### Sizing map, run 1

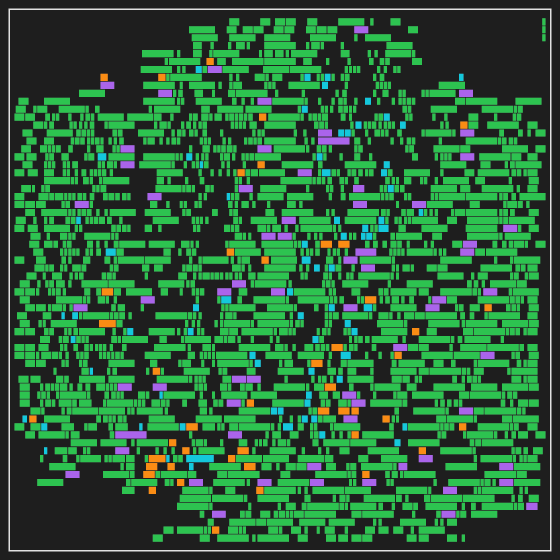
### Placement by cell class, run 1

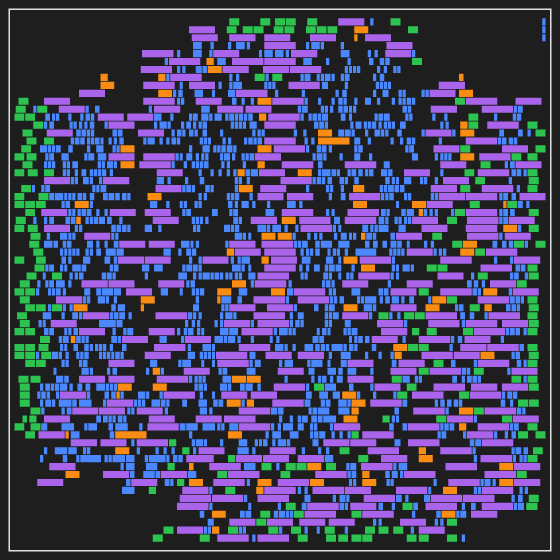
### Wire density map, run 1

The bar under the picture is 50 um long. 37 x 37 tiles, from dark blue (low) to red (high), scaled to the fullest tile. Values are wire area over tile area, all layers added.
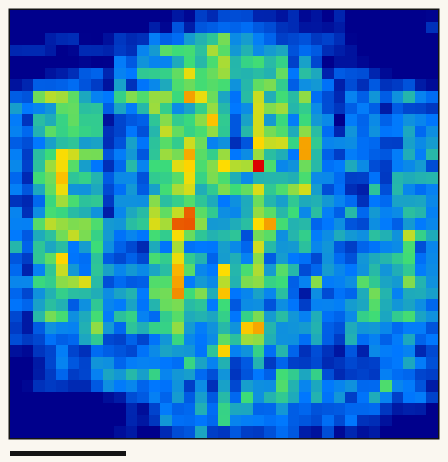
Design if_fetch_stage, sky130hd; sources not shown.
==> out/results.ini, run 1 <==
[run_status]
outcome=finished, final reports clean

[clock_network]
cts.sinks=286
htree_levels=2
clockBufferDepth=3
clkLatencyLatePin_ns=0.58
clk_pin_slew_ns=0.06
cts_tree=done
cts_post_setup_buffers_inserted=0
cts_resized=0
postCtsHoldBufs=0
cts_root_buffer=clkbuf_8

[worst_hold_path]
holdPathStages=2
hp-class=reg -> reg

[global_routing]
grt_max_degree=96
grtUsageTotal=0.253
grt_pass1_vias=11997
antenna_found_initial=1
grt_pass1_wl_mm=66.7
overflow=0

[floorplan]
fp_util=0.440
io-pin-count=200
die-area_mm2=0.0342

[critical_path]
crit_fanout=71
reg2reg_depth=13
regToRegSetupSlack_ns=8.86
crit_path_end_kind=register
crit_required_ns=13.69
critical_path_class=in -> reg
critPathSlowestCell=clkinv_2
max_stage_delay_ns=0.95
crit_chain=buf_2 > buf_4 > inv_2 > nand2_1 > inv_2 > nand2_1 > buf_4 > nand2_2 > clkinv_2 > buf_4 > nand2_1 > o221ai_1

[logic_synthesis]
avgSynthCellArea_um2=8.68
ys_cells=1658
synth_area_mm2=0.0144
yosys_warnings=0
synthTopCellsByArea=dfrtp_1 (28%), edfxtp_1 (26%), nand2_1 (12%), nor2_1 (4.5%), o21ai_0 (4.1%)
async_flop_share=0.566
ys_chip_area_mm2=0.0144
synthFlopType=dfrtp_1
ys_ff=286

[final_layout]
drive_gt1_frac=0.0982
final_cells=2325
largest_register_ffs=64
nNetsFinal=1921
antennaDiodeCount=0

[placed_design]
gp_congestion=0.931
place_inst=2231
io_buffers=191

[sta]
worstMarginPinSlew_ns=1.05
rsz0062_at_grt=false
post-route-period-util=0.418
hold_viol=0

[drt]
avgViaCountPerCell=5.27
ant_nets=0
firstDrtPassIters=7
drtIter0Drc=843
drc=0

[job]
warnings=28
max_cap_violations=0

[power]
powerDensity_mw_per_mm2=232
worst_ir_drop_vdd_uv=179

-- 'Sizing map' (at the start) --
| color | size | cells | share | most used |
|---|---|---|---|---|
| cyan | drive 2 | 74 | 3.9% | nand2_2 |
| purple | drive 6 and up | 66 | 3.5% | clkbuf_8 |
| orange | drive 3 to 4 | 45 | 2.4% | clkbuf_4 |
| green | drive 1 or less | 1698 | 90% | nand2_1 |
Area growth syn-to-layout: 22.6%
setup ws final: 7.80 ns
Signal buffers: 201
Final Cell Area: 0.0176 mm^2

-- 'Placement by cell class' (at the start) --
| color | class | cells |
|---|---|---|
| blue | all other logic | 1302 |
| orange | clock drivers and dummy loads | 94 |
| purple | flip-flops | 286 |
| green | other buffers and delay cells | 201 |
fin util: 0.540
Row Count: 66
sequential share of cell area: 0.441
core region area: 0.0327 mm^2

-- 'Wire density map' (at the start) --
nearly empty tiles: 11%
mean over tiles: 0.20
fullest tile: 0.70
via count: 12263
final WL: 42.5 mm

## run 1: layout by cell type, fill, tap and decap left out, drive strengths merged, types with 2 or more instances in the layout
master,n
nand3,101
xnor2,3
edfxtp,124
or2,4
a31oi,20
nand2,500
dfrtp,162
xor2,28
inv,145
clkdlybuf4s50,189
o21a,2
clkbuf,77
clkinvlp,2
nor3,23
a41oi,2
a21oi,25
buf,12
nand4,24
nor2,198
bufinv,2
nand3b,4
o31ai,2
o211ai,38
conb,7
o21ai,134
clkinv,13
ha,9
o221ai,25
## run 1: cell families (layout without fill, tap and decap cells)
family,after synthesis,after routing,synth area share
AND-OR/OR-AND,252,252,0.105
XOR/XNOR,31,31,0.0189
adder cells (fa/ha/maj),10,10,0.00922
buffers and inverters,220,440,0.0670
flip-flops,286,286,0.540
other,2,7,0.000522
AND/OR/NAND/NOR,857,857,0.259
## run 1: area by class of cell
type / count / area, um^2
Tap cell: 442 / 553
Multi-Input combinational cell: 1157 / 5690
Clock buffer: 77 / 953
Inverter: 145 / 551
Sequential cell: 286 / 7780
Timing Repair Buffer: 201 / 1980
Fill cell: 3084 / 15100
Clock inverter: 17 / 139
## run 1: power by group
part           internal, W  switching (W)
logic             0.000425        0.00154
registers          0.00112       0.000150
clock network     0.000494       0.000367
total              0.00204        0.00206
## run 1: Yosys cell counts, types with 19 or more instances
cell	instances
xor2_1	28
nand2_2	26
nor2_1	173
nand3_1	98
a21oi_1	24
a31oi_1	20
nor3_1	19
nand4_1	24
o221ai_1	25
o211ai_1	38
inv_1	135
dfrtp_1	162
o21ai_0	118
clkbuf_1	31
nand2_1	468
buf_2	23
edfxtp_1	124
## run 1: per-layer routing
metal	up-vias	wire, um	GRT usage
li1	5893	-	-
met1	5787	18900	0.352
met2	501	18900	0.397
met3	82	3450	0.0482
met4	0	1240	0.0797
met5	-	0	0
## run 1: worst max-delay path: cells and delay by family
family | cells | cell delay, ns
AND/OR/NAND/NOR | 4 | 1.14
buffers and inverters | 7 | 3.20
AND-OR/OR-AND | 1 | 0.10
## run 1: per-stage QoR
step,power (W),setup slack (ns),util,cell area [um^2],hold WS [ns]
3_3_place_gp,0.00323,7.22,0.506,16600,0.363
4_1_cts,0.00412,7.77,0.540,17600,0.380
6_report,0.00410,7.80,0.540,17600,0.376
3_5_place_dp,0.00325,7.16,0.506,16600,0.365
2_1_floorplan,0.00273,8.35,-,14400,0.364
5_1_grt,0.00427,7.37,0.540,17600,0.404
### Cell area per tile, run 1

The bar under the picture is 50 um long. 18 x 18 tiles, from dark blue (low) to red (high), 0 to 100% covered.
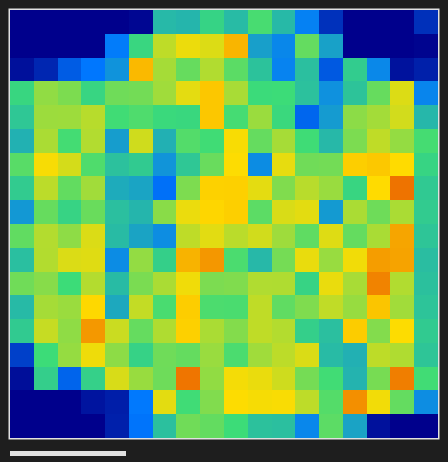

==> inputs of run 2 (changes only) <==
==> constraint.sdc (replaced) <==
create_clock -name clk -period 5.32 [get_ports clk]
set_clock_uncertainty 0.1 [all_clocks]
set_input_delay 0.532 -clock clk [delete_from_list [all_inputs] [get_ports clk]]
set_output_delay 0.532 -clock clk [all_outputs]
set_load 0.1 [all_outputs]
### Cell area per tile, run 2

The bar under the picture is 50 um long. 18 x 18 tiles, from dark blue (low) to red (high), 0 to 100% covered.
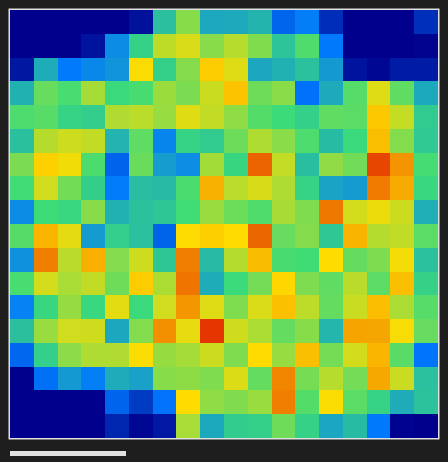
nearly empty tiles: 8.6%
fullest tile: 94%
tiles over 75% full: 12%
mean over tiles: 50%
fp_density: 0.440
fin util: 0.540

### Sizing map, run 2

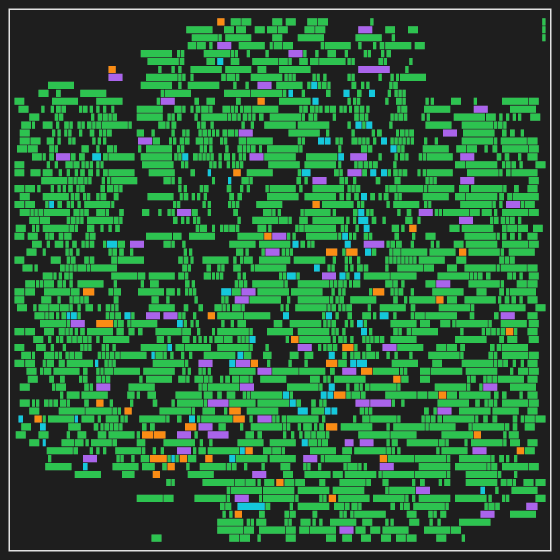
| color | size | cells | share | most used |
|---|---|---|---|---|
| cyan | drive 2 | 73 | 3.9% | nand2_2 |
| orange | drive 3 to 4 | 45 | 2.4% | clkbuf_4 |
| green | drive 1 or less | 1704 | 90% | nand2_1 |
| purple | drive 6 and up | 64 | 3.4% | clkbuf_8 |
setup ws final: 1.74 ns
Area growth syn-to-layout: 22.7%

### Routing congestion, run 2

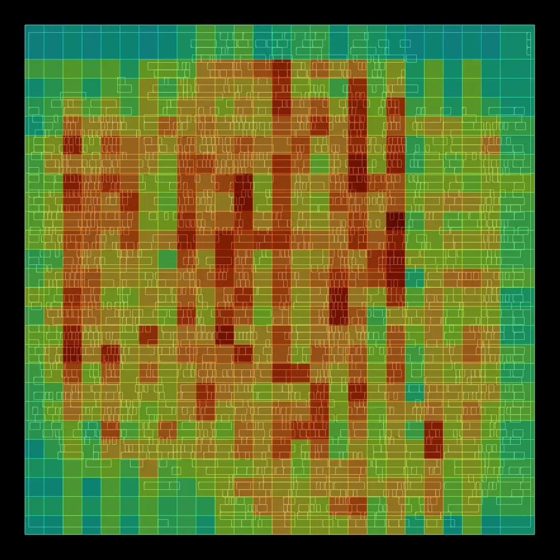
GRT Overall Usage: 0.248
grt peak-use layer: met2
WL/cell: 18.0 um

==> run 2 against run 1 <==
  * Flip-flop count unchanged
  * Design area hardly changed
  * First-iteration DRC count up 14%
  * Cell count grew 0.17%
  * Via count grew 0.39%
  * Clock-buffer cell count shrank 4
  * Sequential share of layout area hardly changed
  * Critical path depth decreased by 5
  * Sequential power increased to 2.5 times the previous value
  * Clock power is 140% higher
  * Global-route usage fell by 0.42 points
==> out/results.ini, run 2 <==
[drt]
avgViaCountPerCell=5.29  ; +0.22%
drt-total-wl_mm=41.9  ; -1.5%

[final_layout]
lay_top_cells=nand2_1 (468), clkdlybuf4s50_1 (189), nor2_1 (171)
largest_register_ffs=64  ; unchanged
lay_top_count=nand2_1
drive_gt1_frac=0.0965  ; -0.00175
nNetsFinal=1925  ; +0.21%

[power]
worst_ir_drop_vdd_uv=439  ; +150%
p_sw_w=0.00517  ; +150%
intPower_w=0.00503  ; +150%
seq_power_share=0.313  ; +0.003
p_comb_frac=0.487  ; +0.007
clkPwrFrac=0.200  ; -0.010
powerDensity_mw_per_mm2=578  ; +150%

[critical_path]
reg2reg_depth=13  ; unchanged
worst_path_dominant_cell_family=buffers and inverters
critPathSlowestCell=clkdlybuf4s50_1
crit_required_ns=4.69  ; -9.00 ns
crit_path_end_kind=output pin
crit_fanout=3  ; -96%
critical_path_class=reg -> out

[logic_synthesis]
ys_sh_simple=0.259  ; unchanged
ys_cells=1658  ; unchanged
xor_share=0.0189  ; unchanged
synth_area_mm2=0.0144  ; unchanged
adder_share=0.00922  ; unchanged
ys_chip_area_mm2=0.0144  ; unchanged
top_cells_by_count=nand2_1 (468), nor2_1 (173), dfrtp_1 (162), inv_1 (135), edfxtp_1 (124)

[worst_hold_path]
hp-class=in -> reg

[global_routing]
grt_pass1_wl_mm=65.0  ; -2.6%
grt_pass1_vias=11623  ; -3.1%

[clock_network]
cts.sinks=286  ; unchanged
htree_levels=2  ; unchanged
cts_tree=done
cts_post_setup_buffers_inserted=0  ; unchanged
postCtsHoldBufs=1  ; +1
cts_root_buffer=clkbuf_8
clk_pin_slew_ns=0.06  ; about the same
cts_resized=0  ; unchanged

[floorplan]
row_count=66  ; unchanged
io-pin-count=200  ; unchanged
core_mm2=0.0327  ; unchanged

[sta]
post-route-period-util=0.673
worstMarginPinSlew_ns=1.06  ; +0.0105 ns

[placed_design]
gp_congestion=0.939  ; +0.91%
pre_cts_slack_ns=1.42  ; -5.74 ns

[run_status]
outcome=finished, final reports clean

==> run 2: kinds of logic (layout without fill, tap and decap cells) <==
| logic type | count (synthesis) | in the layout |
|---|---|---|
| compound gates | 252 | 252 |
| xor+xnor | 31 | 31 |
| simple gates | 857 | 857 |
| flops | 286 | 286 |
| other cells | 2 | 8 |
| fa+ha+maj | 10 | 10 |
| buf+inv | 220 | 443 |
==> run 2: area by class of cell <==
class / count / area (um^2)
diodes: 1 / 2.50
clock inverters: 19 / 120
inverters: 145 / 551
flip-flops and latches: 286 / 7780
multi-input cells: 1157 / 5690
repair buffers: 206 / 2060
clock buffers: 73 / 898
well taps: 442 / 553
fillers: 3078 / 15000
==> run 2: per-stage QoR <==
| stage | utilization | instance area [um^2] | std cells |
|---|---|---|---|
| finish | 0.540 | 17700 | 2329 |
| global route | 0.540 | 17700 | 2328 |
| CTS | 0.540 | 17700 | 2328 |
| detailed placement | 0.508 | 16600 | 2235 |
| global placement | 0.508 | 16600 | 2235 |
| floorplan | - | 14400 | 1663 |
==> run 2: worst reg2reg max path, delay by kind of cell, from the launching register on <==
kind	cells	cell delay [ns]
flip-flops	1	0.36
AND/OR/NAND/NOR	5	0.56
AND-OR/OR-AND	1	0.07
buffers and inverters	6	1.96
adder cells (fa/ha/maj)	1	0.17
==> run 2: power groups by stage <==
stage | combinational, W | clock [W] | sequential, W
floorplan | 0.00103 | 0 | 0.00585
CTS | 0.00498 | 0.00208 | 0.00319
global placement | 0.00493 | 0 | 0.00321
detailed placement | 0.00496 | 0 | 0.00323
global route | 0.00519 | 0.00218 | 0.00325
finish | 0.00497 | 0.00204 | 0.00319
==> run 2: layer usage <==
metal,global-route usage,routed length [um],vias up
met5,0,0,-
met1,0.347,18800,5779
met4,0.0909,1290,0
met2,0.386,18500,557
met3,0.0446,3370,78
li1,-,-,5897
No activity file was given, so power comes from the tool's default toggle rates.
